**src/rtl/mc_pkg.sv**
```systemverilog
// Shared types and constants for the missionary-cannibal solution checker.
package mc_pkg;

  typedef enum logic [1:0] {
    WAIT_START = 2'd0,
    TRACK      = 2'd1,
    DONE       = 2'd2,
    ERROR      = 2'd3
  } mc_state_e;

  typedef enum logic [2:0] {
    ERR_NONE            = 3'd0,
    ERR_ILLEGAL_MOVE    = 3'd1,
    ERR_UNSAFE          = 3'd2,
    ERR_FINISH_MISMATCH = 3'd3,
    ERR_OVERRUN         = 3'd4
  } mc_err_e;

  localparam logic [1:0] MC_TOTAL    = 2'd3;
  localparam logic [2:0] FINISH_DONE = 3'b001;
  localparam logic [2:0] FINISH_NONE = 3'b000;

  // A bank with no missionaries is always safe.
  function automatic logic bank_safe(input logic [1:0] m, input logic [1:0] c);
    return (m == 2'd0) || (m >= c);
  endfunction

endpackage

```
**src/rtl/mc_solution_checker_rules.sv**
```systemverilog
// Combinational rule checks for one sampled transition against the last accepted state.
module mc_move_rules
  import mc_pkg::*;
(
  input  logic [1:0] prev_m,
  input  logic [1:0] prev_c,
  input  logic [1:0] samp_m,
  input  logic [1:0] samp_c,
  input  logic       boat,
  input  logic [2:0] finish_in,
  output logic       legal_load,
  output logic       safe,
  output logic       finish_ok,
  output logic       is_goal,
  output logic       is_stall
);

  logic signed [2:0] dm;
  logic signed [2:0] dc;
  logic signed [3:0] load;
  logic              at_goal;

  always_comb begin
    if (!boat) begin
      dm = $signed({1'b0, prev_m}) - $signed({1'b0, samp_m});
      dc = $signed({1'b0, prev_c}) - $signed({1'b0, samp_c});
    end else begin
      dm = $signed({1'b0, samp_m}) - $signed({1'b0, prev_m});
      dc = $signed({1'b0, samp_c}) - $signed({1'b0, prev_c});
    end
    load       = {dm[2], dm} + {dc[2], dc};
    legal_load = !dm[2] && !dc[2] && ((load == 4'sd1) || (load == 4'sd2));
  end

  assign safe      = bank_safe(samp_m, samp_c) &&
                     bank_safe(MC_TOTAL - samp_m, MC_TOTAL - samp_c);
  assign at_goal   = (samp_m == 2'd0) && (samp_c == 2'd0);
  assign finish_ok = at_goal ? (finish_in == FINISH_DONE) : (finish_in == FINISH_NONE);
  assign is_goal   = at_goal && (finish_in == FINISH_DONE);
  assign is_stall  = (samp_m == prev_m) && (samp_c == prev_c) && (finish_in == FINISH_NONE);

endmodule

```
**config.mk**
```make
export PLATFORM = sky130hd
export DESIGN_NAME = mc_move_rules
export DESIGN_NICKNAME = d
export VERILOG_FILES = /design/src/rtl/mc_pkg.sv /design/src/rtl/mc_solution_checker_rules.sv
export SDC_FILE = /design/constraint.sdc
export NUM_CORES = 1
export LEC_CHECK = 0
export CORE_AREA = 2 2 39 41
export DETAILED_ROUTE_END_ITERATION = 16
export DIE_AREA = 0 0 41 43
export GPL_TIMING_DRIVEN = 0
export PLACE_DENSITY = 0.75
export REMOVE_ABC_BUFFERS = 1
export SYNTH_ARGS = -nofsm -noshare
export SYNTH_HDL_FRONTEND = slang
export SYNTH_SLANG_ARGS = --single-unit
```
**constraint.sdc**
```tcl
create_clock -name vclk -period 3.2
set_input_delay 0.48 -clock vclk [all_inputs]
set_output_delay 0.48 -clock vclk [all_outputs]
set_load 0.02 [all_outputs]
```
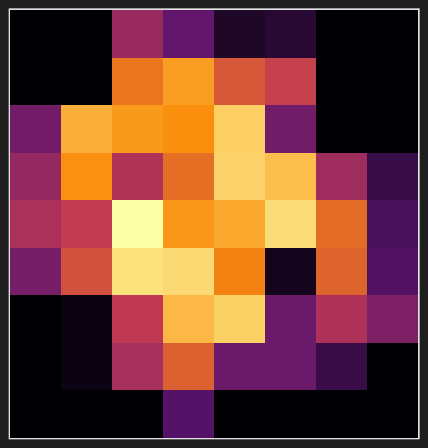
**Above:** cell area per tile.
8 x 9 tiles, from black (low) to pale yellow (high), 0 to 100% covered.
nearly empty tiles	28%
densest ninth of the die	centre
tiles over 75% full	22%
fullest tile	100%
mean over tiles	38%

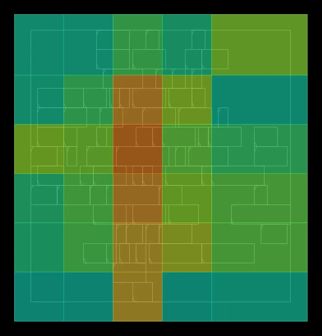
**Above:** routing congestion map.
GR peak layer: met2
Final Core Density: 0.495
met3 Use GR: 0.0105
routed length per instance: 10.7 um

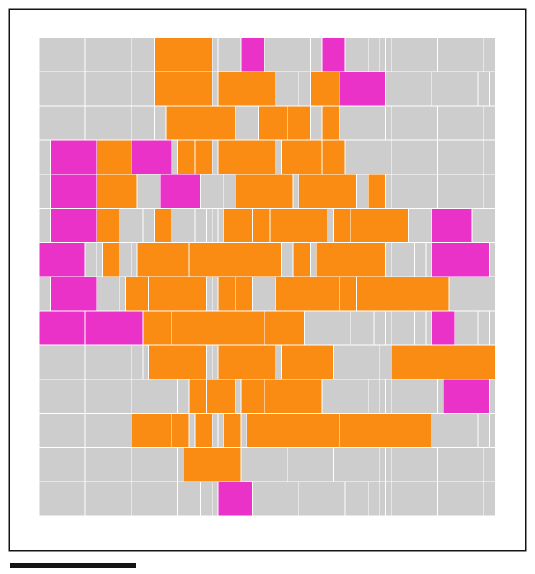
**Above:** placed cells, one colour a class.
The bar under the picture is 10 um long. Fill, decap, tap and diode cells in grey.
class	colour	cells
other buffers and delay cells	magenta	17
all other logic	orange	55

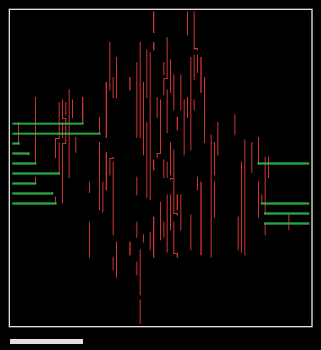
**Above:** routed metal, one colour a layer.
The bar under the picture is 10 um long. Only two layers are drawn.
layer	colour	wire length
met3	green	72.0 um
met2	red	490 um

==> metrics.yaml <==
max_cap_viol_count: 0
comb_share: 0.680
holdBufCountCts: 0
synth-adder-area-share: 0.563
vias_per_cell: 4.95
p_int_mw: 0.0598
pg_clk_mw: 0
nNonClkInverters: 12
coreArea_um2: 1380
warnings: 39
cp_common_cell: "fa_1"
finalSetupViolations: 0
grt_pass1_wl_um: 1590
p_leak_nw: 0.358
power.total_mw: 0.119
worstSetupStartpointType: "primary input"
ys_area_um2: 489
max-slew-margin-rel: 0.802
clk_share: 0
status: "finished clean"
post-place-ws_ns: -0.773
fillerInstances: 133
placedInstanceArea_um2: 679
drc_errors: 0
post-place-cells: 88
n_antenna_cell: 0
vdd_drop_max_uv: 89.8
drt-total-wl_um: 941
seq_share: 0
crit_end: "legal_load"
antenna_found_initial: 0
seq_power_share: 0
synthTopLogicFamily: "adder cells"
die_w_um: 41
die.size.y_um: 43
gp_congestion: 0.752
hold_path.class: "in -> out"
setup_tns_ns: 0
timing_max_transition_violations_final: 0
